[config.mk]
export PLATFORM = sky130hd
export DESIGN_NAME = gpio_hex_display
export DESIGN_NICKNAME = d
export VERILOG_FILES = /design/src/rtl/gpio_hex_display.sv
export SDC_FILE = /design/constraint.sdc
export NUM_CORES = 1
export LEC_CHECK = 0
export CORE_ASPECT_RATIO = 1.25
export CORE_MARGIN = 2
export CORE_UTILIZATION = 33
export CTS_CLUSTER_DIAMETER = 200
export DETAILED_ROUTE_END_ITERATION = 8
export GPL_TIMING_DRIVEN = 0
export PLACE_DENSITY_LB_ADDON = 0.2
export SLEW_MARGIN = 20
export SYNTH_ARGS = -nofsm -noshare
export SYNTH_HDL_FRONTEND = slang
export SYNTH_SLANG_ARGS = --single-unit
[constraint.sdc]
create_clock -name clk -period 6.3 [get_ports clk]
set_clock_uncertainty 0.15 [all_clocks]
set_input_delay 1.575 -clock clk [delete_from_list [all_inputs] [get_ports clk]]
set_output_delay 1.575 -clock clk [all_outputs]
set_load 0.03 [all_outputs]
[src/rtl/gpio_hex_display.sv]
// Decimal display driver for the CPU GPIO_out word: serial double-dabble into eight active-low 7-segment digits.
// Optional GPIO_HEX_LZ_BLANK_EN blanks leading-zero digits on HEX7..HEX1.
module gpio_hex_display #(
    parameter int SHIFT_CYCLES = 32
) (
    input  logic        clk,
    input  logic        rst_n,
    input  logic [31:0] value_in,
    output logic        busy,
    output logic        done,
    output logic        ovf,
    output logic [6:0]  HEX0,
    output logic [6:0]  HEX1,
    output logic [6:0]  HEX2,
    output logic [6:0]  HEX3,
    output logic [6:0]  HEX4,
    output logic [6:0]  HEX5,
    output logic [6:0]  HEX6,
    output logic [6:0]  HEX7,
    output logic [1:0]  dbg_state_o
);

    typedef enum logic [1:0] {
        IDLE   = 2'd0,
        SHIFT  = 2'd1,
        UPDATE = 2'd2
    } state_t;

    localparam logic [6:0] SEG_BLANK = 7'h7F;
    localparam logic [6:0] SEG_DASH  = 7'h3F;
    localparam logic [4:0] CNT_LAST  = 5'(SHIFT_CYCLES - 1);

    function automatic logic [6:0] seg_of(input logic [3:0] d);
        case (d)
            4'd0:    seg_of = 7'h40;
            4'd1:    seg_of = 7'h79;
            4'd2:    seg_of = 7'h24;
            4'd3:    seg_of = 7'h30;
            4'd4:    seg_of = 7'h19;
            4'd5:    seg_of = 7'h12;
            4'd6:    seg_of = 7'h02;
            4'd7:    seg_of = 7'h78;
            4'd8:    seg_of = 7'h00;
            4'd9:    seg_of = 7'h10;
            default: seg_of = SEG_BLANK;
        endcase
    endfunction

    state_t          state_q, state_d;
    logic [31:0]     last_q, last_d;
    logic [31:0]     bin_q, bin_d;
    logic [39:0]     bcd_q, bcd_d;
    logic [4:0]      cnt_q, cnt_d;
    logic            pending_q, pending_d;
    logic [7:0][6:0] hex_q, hex_d;
    logic            ovf_q, ovf_d;
    logic            done_q, done_d;
    logic [39:0]     adj;
`ifdef GPIO_HEX_LZ_BLANK_EN
    logic            lead;
`endif

    always_ff @(posedge clk or negedge rst_n) begin
        if (!rst_n) begin
            state_q   <= IDLE;
            last_q    <= '0;
            bin_q     <= '0;
            bcd_q     <= '0;
            cnt_q     <= '0;
            pending_q <= 1'b1;
            hex_q     <= {8{SEG_BLANK}};
            ovf_q     <= 1'b0;
            done_q    <= 1'b0;
        end else begin
            state_q   <= state_d;
            last_q    <= last_d;
            bin_q     <= bin_d;
            bcd_q     <= bcd_d;
            cnt_q     <= cnt_d;
            pending_q <= pending_d;
            hex_q     <= hex_d;
            ovf_q     <= ovf_d;
            done_q    <= done_d;
        end
    end

    always_comb begin
        state_d   = state_q;
        last_d    = last_q;
        bin_d     = bin_q;
        bcd_d     = bcd_q;
        cnt_d     = cnt_q;
        pending_d = pending_q;
        hex_d     = hex_q;
        ovf_d     = ovf_q;
        done_d    = 1'b0;
        adj       = bcd_q;
`ifdef GPIO_HEX_LZ_BLANK_EN
        lead      = 1'b1;
`endif
        // Add-3 per digit, no carry between digits.
        for (int i = 0; i < 10; i++) begin
            if (bcd_q[4*i +: 4] >= 4'd5) adj[4*i +: 4] = bcd_q[4*i +: 4] + 4'd3;
        end

        case (state_q)
            IDLE: begin
                if ((value_in != last_q) || pending_q) begin
                    last_d    = value_in;
                    bin_d     = value_in;
                    bcd_d     = '0;
                    cnt_d     = '0;
                    pending_d = 1'b0;
                    state_d   = SHIFT;
                end
            end
            SHIFT: begin
                bcd_d = (adj << 1) | {39'd0, bin_q[31]};
                bin_d = bin_q << 1;
                cnt_d = cnt_q + 5'd1;
                if (cnt_q == CNT_LAST) state_d = UPDATE;
            end
            UPDATE: begin
                done_d  = 1'b1;
                state_d = IDLE;
                if (bcd_q[39:32] != 8'd0) begin
                    hex_d = {8{SEG_DASH}};
                    ovf_d = 1'b1;
                end else begin
                    ovf_d = 1'b0;
                    for (int i = 0; i < 8; i++) hex_d[i] = seg_of(bcd_q[4*i +: 4]);
`ifdef GPIO_HEX_LZ_BLANK_EN
                    // Walk down from the top; HEX0 is never blanked.
                    for (int i = 7; i >= 1; i--) begin
                        if (lead && (bcd_q[4*i +: 4] == 4'd0)) hex_d[i] = SEG_BLANK;
                        else lead = 1'b0;
                    end
`endif
                end
            end
            default: state_d = IDLE;
        endcase
    end

    assign busy        = (state_q != IDLE);
    assign done        = done_q;
    assign ovf         = ovf_q;
    assign dbg_state_o = state_q;
    assign HEX0        = hex_q[0];
    assign HEX1        = hex_q[1];
    assign HEX2        = hex_q[2];
    assign HEX3        = hex_q[3];
    assign HEX4        = hex_q[4];
    assign HEX5        = hex_q[5];
    assign HEX6        = hex_q[6];
    assign HEX7        = hex_q[7];

endmodule

Run 1, the metal 3 layer:
Cells faint in the background.
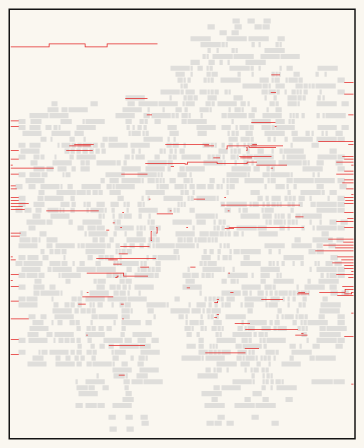
The longest straight run is 35.9 um. The layer carries 973 um of wire. The layer holds 3.5% of the routed length. 106 nets have wire on it. The wires run mostly horizontal.
fraction of met3 tracks used by global routing: 2.682%
via count of the routed design: 7897
wire length after detailed routing: 27670 um

Run 1, M4 wires:
The bar under the picture is 50 um long. Supply wires on this layer in gray.
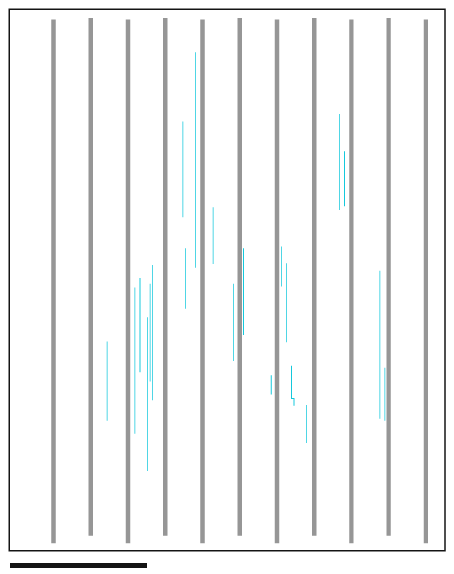
14 nets have wire on it. The layer carries 676 um of wire. The longest straight run is 78.2 um. The layer holds 2.4% of the routed length. The wires run mostly vertical.

==> results.ini, run 1 <==
[placement]
port_buffers = 94
dp_hpwl_um = 19400
dp.cells = 1500
placed_cell_area_um2 = 11310

[finish]
number_of_standard_cells_in_the_layout_taps_in_and_fillers_out = 1532
antenna_cells_inserted = 0
flop_area_um2 = 4325
top_area_cell_class = combinational gates
largest_register_ff_count = 40
mostFrequentLayoutCell = sky130_fd_sc_hd__dfrtp_1
synthToLayoutAreaGrowth_pct = 21.17
finish.instance_area_um2 = 11890
buffers = 161
number_of_multi_input_combinational_cells_in_the_layout = 701
design.seq.count = 170

[routing]
route.met2.wl_um = 13490
firstDrtPassIters = 5

[sta]
pins_over_slew_limit = 0
fin_setup_tns_ns = 0
maxSlewHeadroom_pct = 38.59

[synthesis]
synth_compound_gate_area_share_pct = 21.14
netlist.top_cell.by_instances = sky130_fd_sc_hd__dfrtp_1
synth_seq_share_pct = 44.08
post_synth.cell_area_avg_um2 = 9.735
ys_seq_elements = 170
post_synth_main_logic_family = AND-OR/OR-AND gates
post_synth_fa_ha_maj_area_fraction_pct = 5.993
top_cells_by_area = sky130_fd_sc_hd__dfrtp_1 29%, sky130_fd_sc_hd__dfstp_2 15%, sky130_fd_sc_hd__ha_1 6.0%
post_synth_instance_area_um2 = 9813
ys_async_sr_fraction_pct = 100.0

[power]
peakVddDrop_uv = 171.8
combinationalPower_mw = 1.45
power.clock.total_mw = 1.07

[worst_setup_path]
ff2ff_path_depth = 6
worst_path_largest_cell_delay_ns = 0.59

[status]
outcome = completed

[floorplanning]
top_level_ports = 95
fp_util_pct = 33.55

[worst_hold_path]
hp-class = reg -> reg
hold-path-cell-count = 2
min_to = HEX4[3]

[clock_tree]
clockBufferDepth = 2
clock_tree.root_cell = sky130_fd_sc_hd__clkbuf_16
clkSlewWorstSetupHoldPaths_ns = 0.07

Run 1, routing congestion:
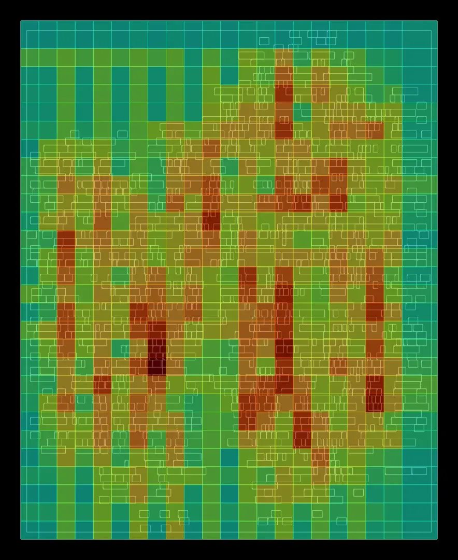
final core occ: 40.65%
met2 Usage GRT: 30.64%
per-cell routed wire length: 18.06 um

Run 1, metal 2:
The bar under the picture is 50 um long.
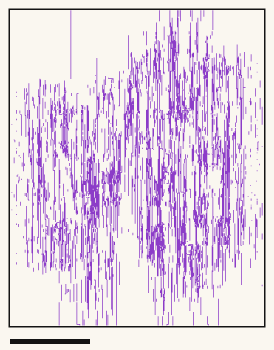
The longest straight run is 78.0 um. The layer carries 13500 um of wire. The wires run mostly vertical. 963 nets have wire on it. The layer holds 49% of the routed length.

run 1: layer usage:
metal  vias up  track usage [%]
li1       3811                -
met1      3855            23.81
met2       182            30.64
met3        49            2.682
met4         0            6.273
met5         -                0
run 1: worst max-delay path by stage:
stage | slack, ns | cells past startpoint | end | start
after CTS | 2.41 | 7 | bcd_q[15] | value_in[9]
final | 2.41 | 7 | bcd_q[15] | value_in[9]
after floorplan | 3.12 | 7 | last_q[10] | value_in[11]
after global routing | 2.28 | 7 | bcd_q[15] | value_in[9]
after global placement | -4.01 | 1 | last_q[22] | rst_n
after detailed placement | 1.96 | 7 | bcd_q[15] | value_in[9]
==> run 2, diff against run 1 <==
- clock period: 6.3 -> 3.96 ns (I/O delays scaled with it)
Run 2, metal 2:
The bar under the picture is 50 um long.
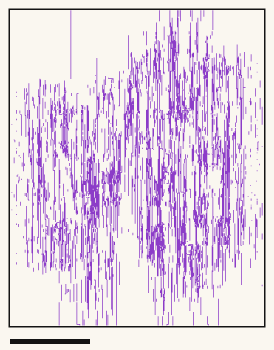
The layer holds 49% of the routed length. The longest straight run is 78.0 um. The layer carries 13500 um of wire. 963 nets have wire on it. The wires run mostly vertical.

==> results.ini, run 2 <==
[routing]
drt-total-wl_um = 27670  ; unchanged
route.met2.wl_um = 13490  ; unchanged
per_cell_routed_wire_length_um = 18.06  ; unchanged

[finish]
antenna_cells_inserted = 0  ; unchanged
synthToLayoutAreaGrowth_pct = 21.17  ; unchanged
buffers = 161  ; unchanged
final_util_pct = 40.65  ; unchanged
largest_register_ff_count = 40  ; unchanged
mostFrequentLayoutCell = sky130_fd_sc_hd__dfrtp_1  ; unchanged
number_of_multi_input_combinational_cells_in_the_layout = 701  ; unchanged

[synthesis]
top_cells_by_area = sky130_fd_sc_hd__dfrtp_1 29%, sky130_fd_sc_hd__dfstp_2 15%, sky130_fd_sc_hd__ha_1 6.0%  ; unchanged
netlist.top_cell.by_instances = sky130_fd_sc_hd__dfrtp_1  ; unchanged
post_synth_main_logic_family = AND-OR/OR-AND gates  ; unchanged
synth_seq_share_pct = 44.08  ; unchanged
post_synth_fa_ha_maj_area_fraction_pct = 5.993  ; unchanged
synth_compound_gate_area_share_pct = 21.14  ; unchanged
post_synth_instance_area_um2 = 9813  ; unchanged
post_synth.cell_area_avg_um2 = 9.735  ; unchanged

[sta]
maxSlewHeadroom_pct = 38.59  ; unchanged
pins_over_slew_limit = 0  ; unchanged

[clock_tree]
clockBufferDepth = 2  ; unchanged
clock_tree.root_cell = sky130_fd_sc_hd__clkbuf_16  ; unchanged

[worst_setup_path]
worstSetupStartpoint = value_in[9]  ; unchanged
timing.critical_path.depth = 7  ; unchanged
worst_path_largest_cell_delay_ns = 0.59  ; about the same

[global_routing]
groute.layer.met1.usage_pct = 23.81  ; unchanged
grt-busiest-layer = met2  ; unchanged
grt.met2_usage_pct = 30.64  ; unchanged

[placement]
port_buffers = 94  ; unchanged

[status]
outcome = completed  ; unchanged

[power]
peakVddDrop_uv = 273.3  ; was 171.8 uV

[floorplanning]
top_level_ports = 95  ; unchanged

run 2: cell counts after synthesis:
No cell type changed its count.
run 2: stage by stage:
stage	instance area, um2	power, mW	std cells	hold slack, ns
2_1_floorplan	9813	3.783	1008	0.3138
3_3_place_gp	11250	4.400	1498	0.2993
3_5_place_dp	11310	4.441	1500	0.3013
4_1_cts	11890	6.173	1532	0.2984
5_1_grt	11890	6.537	1532	0.3101
6_report	11890	6.129	1532	0.2969
run 2: power groups by stage:
| stage | combinational (mW) | clock, mW | sequential [mW] |
|---|---|---|---|
| floorplan | 1.70 | 0 | 2.08 |
| global placement | 2.27 | 0 | 2.13 |
| detailed placement | 2.30 | 0 | 2.14 |
| CTS | 2.32 | 1.75 | 2.11 |
| global route | 2.59 | 1.81 | 2.14 |
| finish | 2.31 | 1.71 | 2.11 |
Run 2, the metal 1 layer:
The bar under the picture is 50 um long. Supply wires on this layer in gray.
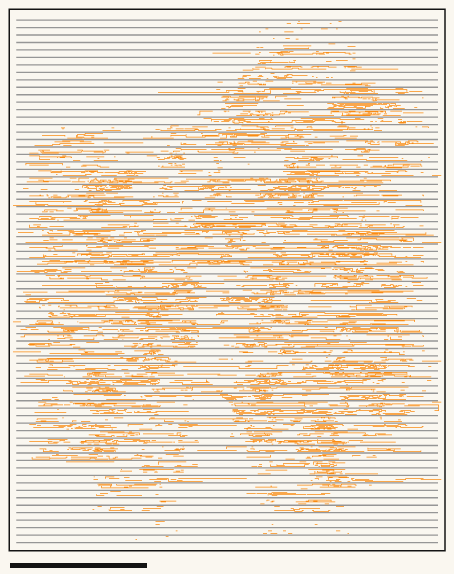

==> run 3, diff against run 2 <==
- clock period: 3.96 -> 2.7 ns (I/O delays scaled with it)
Run 3, the metal 1 layer:
The bar under the picture is 50 um long. Supply wires on this layer in gray.
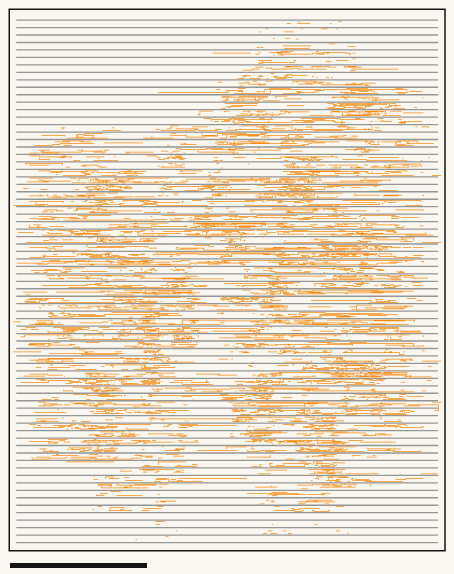
The wires run mostly horizontal. The layer carries 12400 um of wire.
met1 demand-to-capacity share in global routing: 23.84%
wire length after detailed routing: 27700 um
via count of the routed design: 7975

==> results.ini, run 3 <==
[clock_tree]
clkSlewWorstSetupHoldPaths_ns = 0.07  ; about the same
clock_tree.root_cell = sky130_fd_sc_hd__clkbuf_16  ; unchanged
clockBufferDepth = 2  ; unchanged

[finish]
flop_area_um2 = 4325  ; unchanged
synthToLayoutAreaGrowth_pct = 21.87  ; was 21.17%
largest_register_ff_count = 40  ; unchanged
mostFrequentLayoutCell = sky130_fd_sc_hd__dfrtp_1  ; unchanged
antenna_cells_inserted = 0  ; unchanged

[synthesis]
ys_async_sr_fraction_pct = 100.0  ; unchanged
post_synth_main_logic_family = AND-OR/OR-AND gates  ; unchanged
netlist.top_cell.by_instances = sky130_fd_sc_hd__dfrtp_1  ; unchanged

[routing]
route.met2.wl_um = 13460  ; was 13490 um

[sta]
holdWs_ns = 0.3112  ; was 0.2969 ns
maxSlewHeadroom_pct = 37.83  ; was 38.59%

[status]
outcome = completed  ; unchanged

[worst_hold_path]
hold-path-cell-count = 2

[global_routing]
grt.met2_usage_pct = 30.69  ; was 30.64%

[worst_setup_path]
ff2ff_path_depth = 6  ; unchanged

[placement]
port_buffers = 94  ; unchanged

[power]
power_top_consumer = combinational cells  ; unchanged

run 3: cell counts after synthesis:
No cell type changed its count.
run 3: worst max-delay path by stage:
stage                   startpoint         end  slack (ns)
floorplan             value_in[11]  last_q[10]        0.42
global route        dbg_state_o[0]     HEX4[0]      -0.002
detailed placement     value_in[9]   bcd_q[15]       -0.74
CTS                      bcd_q[33]         ovf        0.02
finish                value_in[29]   last_q[5]        0.06
global placement             rst_n  last_q[22]       -6.71
run 3: metrics by stage:
| step | util, % | setup TNS [ns] | cells |
|---|---|---|---|
| finish | 40.88 | 0 | 1535 |
| global route | 40.88 | -0.002014 | 1535 |
| CTS | 40.81 | 0 | 1535 |
| detailed placement | 38.66 | -58.11 | 1500 |
| global placement | 38.46 | -1064.03 | 1498 |
| floorplan | - | 0 | 1008 |
No activity file was given, so power comes from the tool's default toggle rates.
